===== src/rtl/pcs_pkg.sv =====
// Shared 10GBASE-R scrambler constants and next-state/output function.
// Used by the transmit scrambler and the receive descrambler.
package pcs_pkg;

  localparam int PCS_DATA_W  = 64;
  localparam int SCR_STATE_W = 58;
  localparam int SCR_TAP_A   = 39;
  localparam int SCR_TAP_B   = 58;

  localparam int SCR_EXT_W = SCR_STATE_W + PCS_DATA_W;

  // Returns {new_state, scrambled_word}.
  // x[57:0] is the old state (oldest bit at 0); x[58+j] is out bit j.
  // Out bit j sees X(j-39) at x[58+j-39] and X(j-58) at x[58+j-58].
  function automatic logic [SCR_STATE_W+PCS_DATA_W-1:0] scr_next(
    input logic [SCR_STATE_W-1:0] state,
    input logic [PCS_DATA_W-1:0]  data
  );
    logic [SCR_EXT_W-1:0] x;
    x = '0;
    x[SCR_STATE_W-1:0] = state;
    for (int j = 0; j < PCS_DATA_W; j++) begin
      x[SCR_STATE_W+j] = data[j]
                       ^ x[SCR_STATE_W+j-SCR_TAP_A]
                       ^ x[SCR_STATE_W+j-SCR_TAP_B];
    end
    return {x[SCR_EXT_W-1:PCS_DATA_W], x[SCR_EXT_W-1:SCR_STATE_W]};
  endfunction

endpackage


===== src/rtl/pcs_scrambler.sv =====
// 10GBASE-R TX self-synchronous scrambler, G(x) = 1 + x^39 + x^58.
// Ports: clk, rst (async active-low), in_data/in_data_valid in,
// out_data/out_data_valid registered out (1-cycle latency).
// Option PCS_SCRAMBLER_BYPASS_EN adds input bypass: pass data
// unscrambled while the scrambler state keeps advancing.
module pcs_scrambler
  import pcs_pkg::*;
#(
  parameter int DATA_WIDTH = 64
) (
  input  logic                  clk,
  input  logic                  rst,
`ifdef PCS_SCRAMBLER_BYPASS_EN
  input  logic                  bypass,
`endif
  input  logic [DATA_WIDTH-1:0] in_data,
  input  logic                  in_data_valid,
  output logic [DATA_WIDTH-1:0] out_data,
  output logic                  out_data_valid
);

  if (DATA_WIDTH != PCS_DATA_W) begin : g_width_chk
    $error("pcs_scrambler: DATA_WIDTH must be 64");
  end

  logic [SCR_STATE_W-1:0] r_state;
  logic [DATA_WIDTH-1:0]  r_data;
  logic                   r_valid;

  logic [SCR_STATE_W-1:0] w_state_nxt;
  logic [DATA_WIDTH-1:0]  w_scr;
  logic [DATA_WIDTH-1:0]  w_out;

  always_comb begin
    {w_state_nxt, w_scr} = scr_next(r_state, in_data);
  end

`ifdef PCS_SCRAMBLER_BYPASS_EN
  assign w_out = bypass ? in_data : w_scr;
`else
  assign w_out = w_scr;
`endif

  always_ff @(posedge clk or negedge rst) begin
    if (!rst) begin
      r_state <= '0;
      r_data  <= '0;
      r_valid <= 1'b0;
    end else begin
      r_valid <= in_data_valid;
      if (in_data_valid) begin
        r_state <= w_state_nxt;
        r_data  <= w_out;
      end
    end
  end

  assign out_data       = r_data;
  assign out_data_valid = r_valid;

endmodule


===== config.mk =====
export PLATFORM = sky130hd
export DESIGN_NAME = pcs_scrambler
export DESIGN_NICKNAME = d
export VERILOG_FILES = /design/src/rtl/pcs_pkg.sv /design/src/rtl/pcs_scrambler.sv
export SDC_FILE = /design/constraint.sdc
export NUM_CORES = 1
export LEC_CHECK = 0
export ABC_AREA = 1
export CELL_PAD_IN_SITES_DETAIL_PLACEMENT = 2
export CELL_PAD_IN_SITES_GLOBAL_PLACEMENT = 2
export CORE_MARGIN = 2
export CORE_UTILIZATION = 27
export DETAILED_ROUTE_END_ITERATION = 8
export HOLD_SLACK_MARGIN = 0.15
export PLACE_DENSITY = 0.84
export REMOVE_ABC_BUFFERS = 1
export SETUP_SLACK_MARGIN = 0.2
export SYNTH_ARGS = -nofsm -noshare
export SYNTH_HDL_FRONTEND = slang
export SYNTH_SLANG_ARGS = --single-unit

===== constraint.sdc =====
create_clock -name clk -period 2.4 [get_ports clk]
set_input_delay 0.24 -clock clk [delete_from_list [all_inputs] [get_ports clk]]
set_output_delay 0.24 -clock clk [all_outputs]
set_load 0.02 [all_outputs]

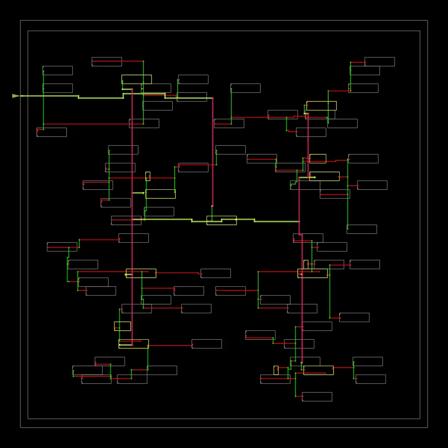
Fig. 1. Clock routing.
Setup Skew: 4.32 ps
Clock Sink Count: 65
Clock Power: 1.22 mW
Flop Count: 65

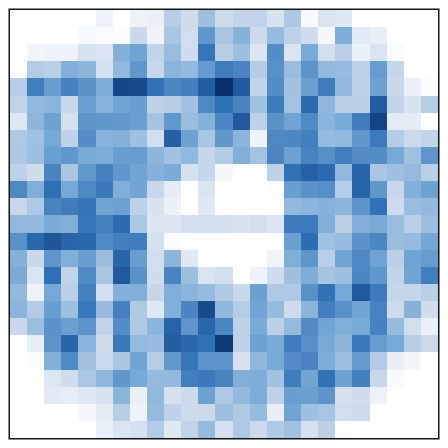
Fig. 2. Wiring heat map.
25 x 25 tiles, from white (low) to dark blue (high), scaled to the fullest tile. Values are wire area over tile area, all layers added.
The fullest tile reaches 0.37. The mean over all tiles is 0.14. The emptiest ninth of the die: center. 33% of the tiles are over half the peak. 13% of the tiles are nearly empty.

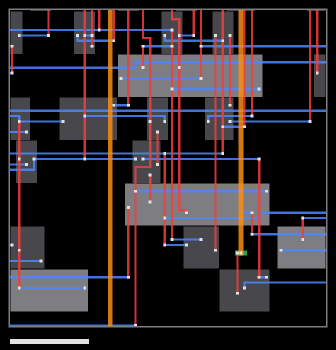
Fig. 3. Layout detail.
The bar under the picture is 5 µm long. Region (53, 78) to (73, 98) µm. Cells in gray, sequential cells in the stronger gray; small squares are vias.
Red is M2. Orange is M4. Blue is M1. Green is M3.
Most frequent: nand2_1 (5), dfrtp_1 (3), xor2_1 (2). 15 logic cells have their middle in the window. Sequential cells in the window: 3. Netlist names of flops here include `out_data` (3).

==> flow_summary_export.csv <==
group,metric,value,unit
grt,antenna_found_initial,0,
critical_path,required,2160,ps
grt,grt_most_used_layer,"met2",
critical_path,cp_num_buf_inv,1,
critical_path,critPathCapture,"out_data[40]",
critical_path,critPathMaxFanout,5,
grt,met3_usage,3.31,%
drt,drt_pass1_iterations,4,
placement,place_area,5490,µm²
logic_synthesis,yosys_area,4000,µm²
clock_tree,root_buffer,"clkbuf_16",
grt,grt.met1_usage,21.6,%
logic_synthesis,synth_flops,65,
placement,hpwl,10.8,mm
critical_path,crit_family,"buffers and inverters",
finish,num_antenna_cells,0,
power,ir_worst_vdd,0.482,mV
critical_path,rr_startpoint,"out_data[49]",
die,dieArea,15800,µm²
clock_tree,cts_buffers,9,
drt,vias,3973,
logic_synthesis,postSynthAreaPerCell,7.61,µm²
timing,relSlewSlack,46.8,%
logic_synthesis,synth-edff-count,0,
timing,setup_tns,0,ps
drt,avgViaCountPerCell,4.70,
timing,period_used_share,73.0,%
clock_tree,clk_path_buf_depth,2,
logic_synthesis,flop_cell,"dfrtp_1",
drt,drt-total-wl,14.1,mm
logic_synthesis,largest_area_cell,"dfrtp_1",
logic_synthesis,postSynthSeqShare,40.7,%
critical_path,worstRegToRegCells,7,
clock_tree,htreeDepth,3,
logic_synthesis,area_leaders,"dfrtp_1, nand2_1, xnor2_1",
grt,grt_pass1_vias,4560,
critical_path,critPathSlowestCell,"clkdlybuf4s50_1",
die,core_area,14500,µm²
finish,final_area,5770,µm²
finish,lay_top_count,"nand2_1",
logic_synthesis,async_flop_share,100,%
critical_path,path_cells,"clkdlybuf4s50_1",
power,total_power,8.29,mW
die,fp.dieW,126,µm
critical_path,r2r_slack,1100,ps
timing,rsz0062_at_grt,"false",
timing,finalHoldViolCount,0,
logic_synthesis,syn_inst,525,
clock_tree,cts.repair.resized,0,
finish,finalNetCount,725,
placement,numPortBuffers,131,
drt,drc,0,
power,powerDensity,1440,nW/µm²
grt,met2_usage,34.3,%
grt,track_usage,18.6,%
die,die_h,126,µm
logic_synthesis,netlist.area_leader.share,40.7,%
power,p_leak,2.66,nW
critical_path,start_kind,"flip-flop",
critical_path,worst-path-stages,1,
timing,tightest_slew,798,ps
placement,gp_congestion,0.742,
clock_tree,path_clk_slew,50,ps
timing,fin_crit,1750,ps
finish,fill_cells,1684,
grt,grt_pass1_wl,23.5,mm
clock_tree,postCtsSetupBuffers,0,
finish,area_growth,44.4,%
clock_tree,cts_tree,"done",
finish,seq_area,1630,µm²
timing,drv_slew,0,
drt,drt-initial-drc-count,123,
die,ioPinCount,132,
critical_path,critical_path_arrival,1510,ps
min_path,hold_depth,2,
critical_path,cp-end-kind,"primary output",
grt,gr-total-overflow,0,
status,status,"completed",
critical_path,cp-startpoint,"out_data[40]",
timing,setup_viol,0,
logic_synthesis,yosys_warnings,0,
drt,antenna_left,0,
clock_tree,cts_hold_buf,1,
die,initCoreUtil,27.6,%
critical_path,slowest_delay,670,ps
logic_synthesis,ys_cells,525,
run,max-cap-violations,0,
logic_synthesis,netlist_area,4000,µm²
critical_path,crit_type,"reg -> out",
timing,holdWs,410,ps
grt,grt_max_degree,44,
drt,avgRoutedWirePerCell,16.6,µm
critical_path,regToRegEndpoint,"out_data[63]",
logic_synthesis,synth.distinct_cells,26,
finish,final_util,39.8,%
die,row_count,44,
run,warnings,25,
finish,layout.area.comb,2100,µm²
min_path,min_path_type,"in -> reg",
finish,layout_top_cells,"nand2_1, clkdlybuf4s50_1, dfrtp_1",
clock_tree,clk_latency,340,ps
timing,fmaxAchievable,571,MHz
finish,layout-drive-gt1-share,5.30,%
==> layout make-up <==
type / count / area share [%]
clock buffer: 14 / 4.58
inverter: 48 / 3.17
multi-input combinational: 398 / 36.4
sequential: 65 / 28.2
tap: 184 / 3.99
timing repair buffer: 136 / 23.7
==> synth_stat cells, drive strengths merged (6+ instances only) <==
cell	n
buf	9
xor2	22
nor2	13
nand3	40
inv	48
nand3b	21
o21ai	40
dfrtp	65
a21oi	6
or2	7
nand2	201
xnor2	47
==> cells by family after synthesis <==
group / after synthesis / synth area share, %
xor+xnor: 69 / 15.1
buf+inv: 62 / 6.77
flops: 65 / 40.7
simple gates: 282 / 31.2
compound gates: 47 / 6.20
==> routing by layer <==
layer,vias to the layer above,wire (µm)
li1,1904,-
met1,1965,5780
met2,85,7450
met3,19,544
met4,0,277
met5,-,0
==> worst min-delay path by stage <==
stage	from	endpoint	slack, ps
3_5_place_dp	rst	out_data[62]	370
2_1_floorplan	rst	out_data[0]	-60
4_1_cts	in_data_valid	out_data_valid	400
5_1_grt	in_data_valid	out_data_valid	430
6_report	in_data_valid	out_data_valid	410
3_3_place_gp	rst	out_data[23]	370
==> flip-flops by register name, indices dropped and copies added (netlist names) <==
name	count
out_data	64
out_data_valid	1
==> worst reg2reg max path: stages (launching register included) <==
cell	delay, ps
dfrtp_1	460
or2_4	300
nand2_2	70
nand2_1	60
nand3_1	90
nand3_1	90
nand2_1	80
nand2_1	50
==> per-stage QoR <==
stage	instances	setup WS (ps)
finish	845	648
floorplan	511	1160
global route	845	588
detailed placement	830	810
global placement	830	942
CTS	845	607
==> power by group <==
group	total, mW	internal [mW]	switching [mW]
logic	4.61	2.10	2.51
clock network	1.22	0.745	0.471
registers	2.46	1.64	0.817
No activity file was given, so power comes from the tool's default toggle rates.
